### Logic cells by family

Drawn at 4 px/um.
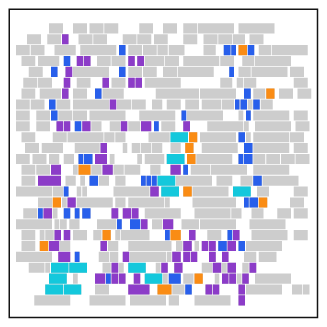
### Ports around the boundary

Drawn at 4 px/um. Pins as bars across the die edge, other pins in gray.
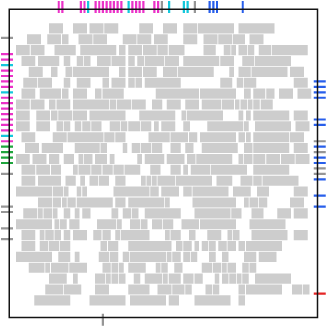
### Clock wires, drivers and flops

Drawn at 6 px/um.
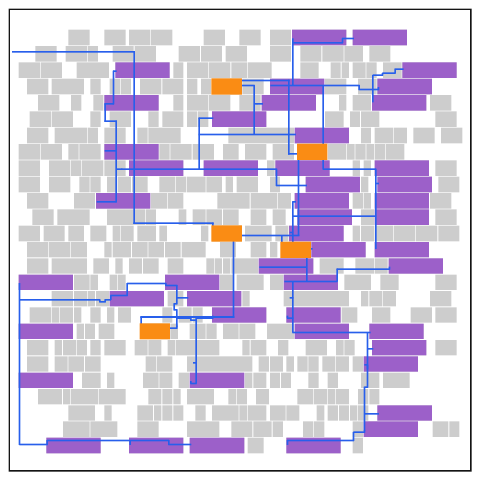
<file path="config.mk">
export PLATFORM = sky130hd
export DESIGN_NAME = uart_tx_arbiter_flat
export DESIGN_NICKNAME = d
export VERILOG_FILES = /design/src/rtl/uart_tx_arbiter_if.sv /design/src/rtl/uart_tx_arbiter.sv /design/src/flat_wrapper.sv
export SDC_FILE = /design/constraint.sdc
export NUM_CORES = 1
export LEC_CHECK = 0
export CORE_UTILIZATION = 49
export DETAILED_ROUTE_END_ITERATION = 10
export PLACE_DENSITY_LB_ADDON = 0.12
export SYNTH_ARGS = -nofsm -noshare
export SYNTH_HDL_FRONTEND = slang
export SYNTH_SLANG_ARGS = --single-unit
</file>
<file path="constraint.sdc">
create_clock -name CLK -period 2.2 [get_ports CLK]
set_input_delay 0.44 -clock CLK [delete_from_list [all_inputs] [get_ports CLK]]
set_output_delay 0.44 -clock CLK [all_outputs]
set_load 0.02 [all_outputs]
</file>
<file path="src/rtl/uart_tx_arbiter_if.sv">
// Bundles the source-side byte handshake and the transmitter port
// of the UART TX arbiter.
//   src_vld / src_data / src_rdy : N_REQ byte producers; source i's byte is on src_data[8i+7:8i]
//   tx_din / tx_req              : byte and request towards the UART transmitter
//   tx_req_ack / tx_finish       : transmitter latched the byte / finished the stop bit
//   tx_idle                      : transmitter idle flag
// master = producers plus transmitter, slave = arbiter.
interface uart_tx_arbiter_if #(
   parameter int N_REQ = 4
);
   logic [N_REQ-1:0]   src_vld;
   logic [8*N_REQ-1:0] src_data;
   logic [N_REQ-1:0]   src_rdy;
   logic [7:0]         tx_din;
   logic               tx_req;
   logic               tx_req_ack;
   logic               tx_finish;
   logic               tx_idle;

   modport master (
      output src_vld, src_data, tx_req_ack, tx_finish, tx_idle,
      input  src_rdy, tx_din, tx_req
   );

   modport slave (
      input  src_vld, src_data, tx_req_ack, tx_finish, tx_idle,
      output src_rdy, tx_din, tx_req
   );
endinterface

</file>
<file path="src/rtl/uart_tx_arbiter.sv">
// Round-robin arbiter that shares one UART transmitter among N_REQ byte sources.
// A granted byte is offered to the transmitter until it is acked, or until
// ACK_TIMEOUT request cycles pass, in which case the byte is dropped. The
// arbiter then waits for end of frame and inserts GAP_CLKS idle clocks.
//   CLK, rst_n  : system clock, asynchronous active-low reset
//   bus         : source handshake and transmitter port (slave side)
//   grant_id    : source index of the byte in flight
//   busy        : high whenever the FSM is not in IDLE
//   timeout_err : one-cycle pulse when a byte is dropped on ack timeout
//   sent_cnt    : completed frames, wraps modulo 2^CNT_W
//
// state | meaning
// IDLE  | waiting for tx_idle and a valid source; grants on the same edge
// REQ   | tx_req high, byte held; waiting for tx_req_ack or timeout
// BUSY  | byte accepted by the transmitter; waiting for tx_finish
// GAP   | inter-frame gap down-count before returning to IDLE
module uart_tx_arbiter #(
   parameter int N_REQ       = 4,
   parameter int ACK_TIMEOUT = 1024,
   parameter int GAP_CLKS    = 16,
   parameter int CNT_W       = 16
) (
   input  logic                     CLK,
   input  logic                     rst_n,
   uart_tx_arbiter_if.slave         bus,
   output logic [$clog2(N_REQ)-1:0] grant_id,
   output logic                     busy,
   output logic                     timeout_err,
   output logic [CNT_W-1:0]         sent_cnt
);
   localparam int ID_W  = $clog2(N_REQ);
   localparam int T_MAX = (ACK_TIMEOUT > GAP_CLKS) ? ACK_TIMEOUT : GAP_CLKS;
   localparam int TMR_W = $clog2(T_MAX + 1);
   localparam logic [TMR_W-1:0] ACK_LOAD = TMR_W'(ACK_TIMEOUT - 1);
   localparam logic [TMR_W-1:0] GAP_LOAD = TMR_W'((GAP_CLKS > 0) ? GAP_CLKS - 1 : 0);

   typedef enum logic [1:0] {IDLE, REQ, BUSY, GAP} state_t;

   state_t           state;
   logic [ID_W-1:0]  rr_ptr;
   logic [TMR_W-1:0] tmr;
   logic             found;
   logic [ID_W-1:0]  pick;
   logic [ID_W-1:0]  pick_nxt;

   // first valid source at or after the round-robin pointer, wrapping
   always_comb begin
      found = 1'b0;
      pick  = '0;
      for (int k = 0; k < N_REQ; k++) begin
         if (!found && bus.src_vld[(int'(rr_ptr) + k) % N_REQ]) begin
            found = 1'b1;
            pick  = ID_W'((int'(rr_ptr) + k) % N_REQ);
         end
      end
      pick_nxt = (int'(pick) == N_REQ - 1) ? '0 : pick + ID_W'(1);
   end

   always_ff @(posedge CLK or negedge rst_n) begin
      if (!rst_n) begin
         state       <= IDLE;
         rr_ptr      <= '0;
         tmr         <= '0;
         bus.src_rdy <= '0;
         bus.tx_din  <= '0;
         bus.tx_req  <= 1'b0;
         grant_id    <= '0;
         busy        <= 1'b0;
         timeout_err <= 1'b0;
         sent_cnt    <= '0;
      end else begin
         bus.src_rdy <= '0;
         timeout_err <= 1'b0;
         case (state)
            IDLE: begin
               if (bus.tx_idle && found) begin
                  bus.tx_din  <= bus.src_data[8*int'(pick) +: 8];
                  grant_id    <= pick;
                  bus.src_rdy <= N_REQ'(1) << pick;
                  rr_ptr      <= pick_nxt;
                  bus.tx_req  <= 1'b1;
                  busy        <= 1'b1;
                  tmr         <= ACK_LOAD;
                  state       <= REQ;
               end
            end
            REQ: begin
               // an ack on the expiry cycle still counts as accepted
               if (bus.tx_req_ack) begin
                  bus.tx_req <= 1'b0;
                  state      <= BUSY;
               end else if (tmr == '0) begin
                  bus.tx_req  <= 1'b0;
                  timeout_err <= 1'b1;
                  if (GAP_CLKS == 0) begin
                     busy  <= 1'b0;
                     state <= IDLE;
                  end else begin
                     tmr   <= GAP_LOAD;
                     state <= GAP;
                  end
               end else begin
                  tmr <= tmr - TMR_W'(1);
               end
            end
            BUSY: begin
               if (bus.tx_finish) begin
                  sent_cnt <= sent_cnt + CNT_W'(1);
                  if (GAP_CLKS == 0) begin
                     busy  <= 1'b0;
                     state <= IDLE;
                  end else begin
                     tmr   <= GAP_LOAD;
                     state <= GAP;
                  end
               end
            end
            GAP: begin
               if (tmr == '0) begin
                  busy  <= 1'b0;
                  state <= IDLE;
               end else begin
                  tmr <= tmr - TMR_W'(1);
               end
            end
            default: begin
               busy  <= 1'b0;
               state <= IDLE;
            end
         endcase
      end
   end
endmodule
</file>
<file path="src/flat_wrapper.sv">
// flat-port wrapper written by rule: the top's interface ports become plain ports
module uart_tx_arbiter_flat 
#(
   parameter int N_REQ       = 4,
   parameter int ACK_TIMEOUT = 1024,
   parameter int GAP_CLKS    = 16,
   parameter int CNT_W       = 16
)
  (CLK, rst_n, grant_id, busy, timeout_err, sent_cnt, bus_src_vld, bus_src_data, bus_tx_req_ack, bus_tx_finish, bus_tx_idle, bus_src_rdy, bus_tx_din, bus_tx_req);
  uart_tx_arbiter_if #(.N_REQ(N_REQ)) bus_i ();
  input  logic CLK;
  input  logic rst_n;
  output logic [$clog2(N_REQ)-1:0] grant_id;
  output logic busy;
  output logic timeout_err;
  output logic [CNT_W-1:0] sent_cnt;
  input wire logic [$bits(bus_i.src_vld)-1:0] bus_src_vld;
  input wire logic [$bits(bus_i.src_data)-1:0] bus_src_data;
  input wire logic [$bits(bus_i.tx_req_ack)-1:0] bus_tx_req_ack;
  input wire logic [$bits(bus_i.tx_finish)-1:0] bus_tx_finish;
  input wire logic [$bits(bus_i.tx_idle)-1:0] bus_tx_idle;
  output wire logic [$bits(bus_i.src_rdy)-1:0] bus_src_rdy;
  output wire logic [$bits(bus_i.tx_din)-1:0] bus_tx_din;
  output wire logic [$bits(bus_i.tx_req)-1:0] bus_tx_req;
  assign bus_i.src_vld = bus_src_vld;
  assign bus_i.src_data = bus_src_data;
  assign bus_i.tx_req_ack = bus_tx_req_ack;
  assign bus_i.tx_finish = bus_tx_finish;
  assign bus_i.tx_idle = bus_tx_idle;
  assign bus_src_rdy = bus_i.src_rdy;
  assign bus_tx_din = bus_i.tx_din;
  assign bus_tx_req = bus_i.tx_req;
  uart_tx_arbiter #(.N_REQ(N_REQ), .ACK_TIMEOUT(ACK_TIMEOUT), .GAP_CLKS(GAP_CLKS), .CNT_W(CNT_W)) u_core (.CLK(CLK), .rst_n(rst_n), .bus(bus_i), .grant_id(grant_id), .busy(busy), .timeout_err(timeout_err), .sent_cnt(sent_cnt));
endmodule
</file>
==> flow_summary.toml <==
# physical design summary
[outcome]
status = "finished, final reports clean"

[setup_path]
endpoint_kind = "flip-flop"
critPathRequiredTime_ps = 2390
worstRegToRegCells = 7
crit_type = "in -> reg"
crit_fanout = 9

[min_path]
hp-class = "in -> async"

[cts]
h-tree-depth = 2
insertion_delay_ps = 300
clk_pin_slew_ps = 90
cts_setup_buffers = 0
cts_resized = 0
clockRootBuffer = "clkbuf_8"

[global_route]
grt_max_degree = 49
met1_usage_pct = 31.4
use_met2_pct = 38.9

[power]
switchingPower_mw = 1.81
p_clk_mw = 0.864
pg_comb_mw = 2.36
leakagePower_nw = 1.67

[final_timing]
drv_slew = 0
fmax_mhz = 482
skew_ps = 5.88
setup_ws_ps = 127
hold_viol_final = 0
relSlewSlack_pct = 60.9

[synth]
synth_cell_types = 52
edf_count = 0
synth_area_mm2 = 0.00273
netlist_top_cells_count = "dfrtp_1, a21oi_1, nand2_1"
yosysSeqAreaShare_pct = 44.0
ff_type = "dfrtp_1"
synth.most_common_cell = "dfrtp_1"
ys_ff = 48
yosys.area.top_type_share_pct = 44.0

[final_layout]
buffers_excl_clock = 96
ff_count = 48
regMostFlops = "u_core.sent_cnt"
layout.clock_buffers = 5
largest_class = "logic gates"
logic_area_mm2 = 0.00146
comb_share_pct = 37.9
reg_top3 = "u_core.sent_cnt (16), u_core.tmr (11), u_core.bus.tx_din (8)"
num_antenna_cells = 0
final_cell_mix = "clkdlybuf4s50_1, dfrtp_1, buf_4, nand2_1, a21oi_1"
seq_area_mm2 = 0.00120
seqAreaFraction_pct = 31.1
final_core_util_pct = 73.7
clock_area_share_pct = 4.12
largest_reg_flops = 16
areaGrowthSynthToFinish_pct = 41.3

[floorplanning]
core_area_mm2 = 0.00524
fp-utilization_pct = 52.2
nWellTaps = 70
fp-row-count = 26

[drt]
wl_per_cell_um = 14.4
top_layer = "met4"
wl_met3_um = 283
vias_per_cell = 5.54
routed_wl_um = 6430

[placed_design]
hpwl_um = 4810
Back to the opening pictures, 'Logic cells by family':
legend:
  orange:
    family: and/or cells
    cells: 14
    most_used: and2_1
  cyan:
    family: fa/ha/maj cells
    cells: 12
    most_used: ha_1
  purple:
    family: aoi and oai cells
    cells: 67
    most_used: a21oi_1
  blue:
    family: nand cells
    cells: 48
    most_used: nand2_1

Back to the opening pictures, 'Ports around the boundary':
legend:
  cyan:
    port: `bus_tx_din`
    pins: 8
    direction: output
    edge: 5 top, 3 left
  red:
    port: `rst_n`
    pins: 1
    direction: input
    edge: right
  blue:
    port: `sent_cnt`
    pins: 16
    direction: output
    edge: 12 right, 4 top
  green:
    port: `bus_src_vld`
    pins: 4
    direction: input
    edge: left
  magenta:
    port: `bus_src_data`
    pins: 32
    direction: input
    edge: 18 top, 14 left
all pins by edge: 29 top, 27 left, 17 right, 1 bottom

Back to the opening pictures, 'Clock wires, drivers and flops':
legend:
  orange:
    item: clock drivers
    count: 5
  blue:
    item: clock wires
    length: 574 um
  purple:
    item: flip-flops
    count: 48
routed clock nets: 6

[critical path: stages]
cell	delay [ps]
clkdlybuf4s50_1	570
nand2_1	120
a31o_4	270
nor2_4	130
inv_4	90
mux2_4	310
a221o_1	330
[logic make-up (layout without fill, tap and decap cells)]
| group | count (synthesis) | after routing | share of synthesized area (%) |
|---|---|---|---|
| muxes | 10 | 10 | 4.90 |
| buffers and inverters | 17 | 114 | 2.75 |
| DFF | 48 | 48 | 44.0 |
| and+or+nand+nor | 94 | 94 | 18.3 |
| xor gates and xnor gates | 15 | 15 | 4.81 |
| adders and majority gates | 12 | 12 | 5.49 |
| AOI/OAI and AO/OA | 83 | 83 | 19.8 |
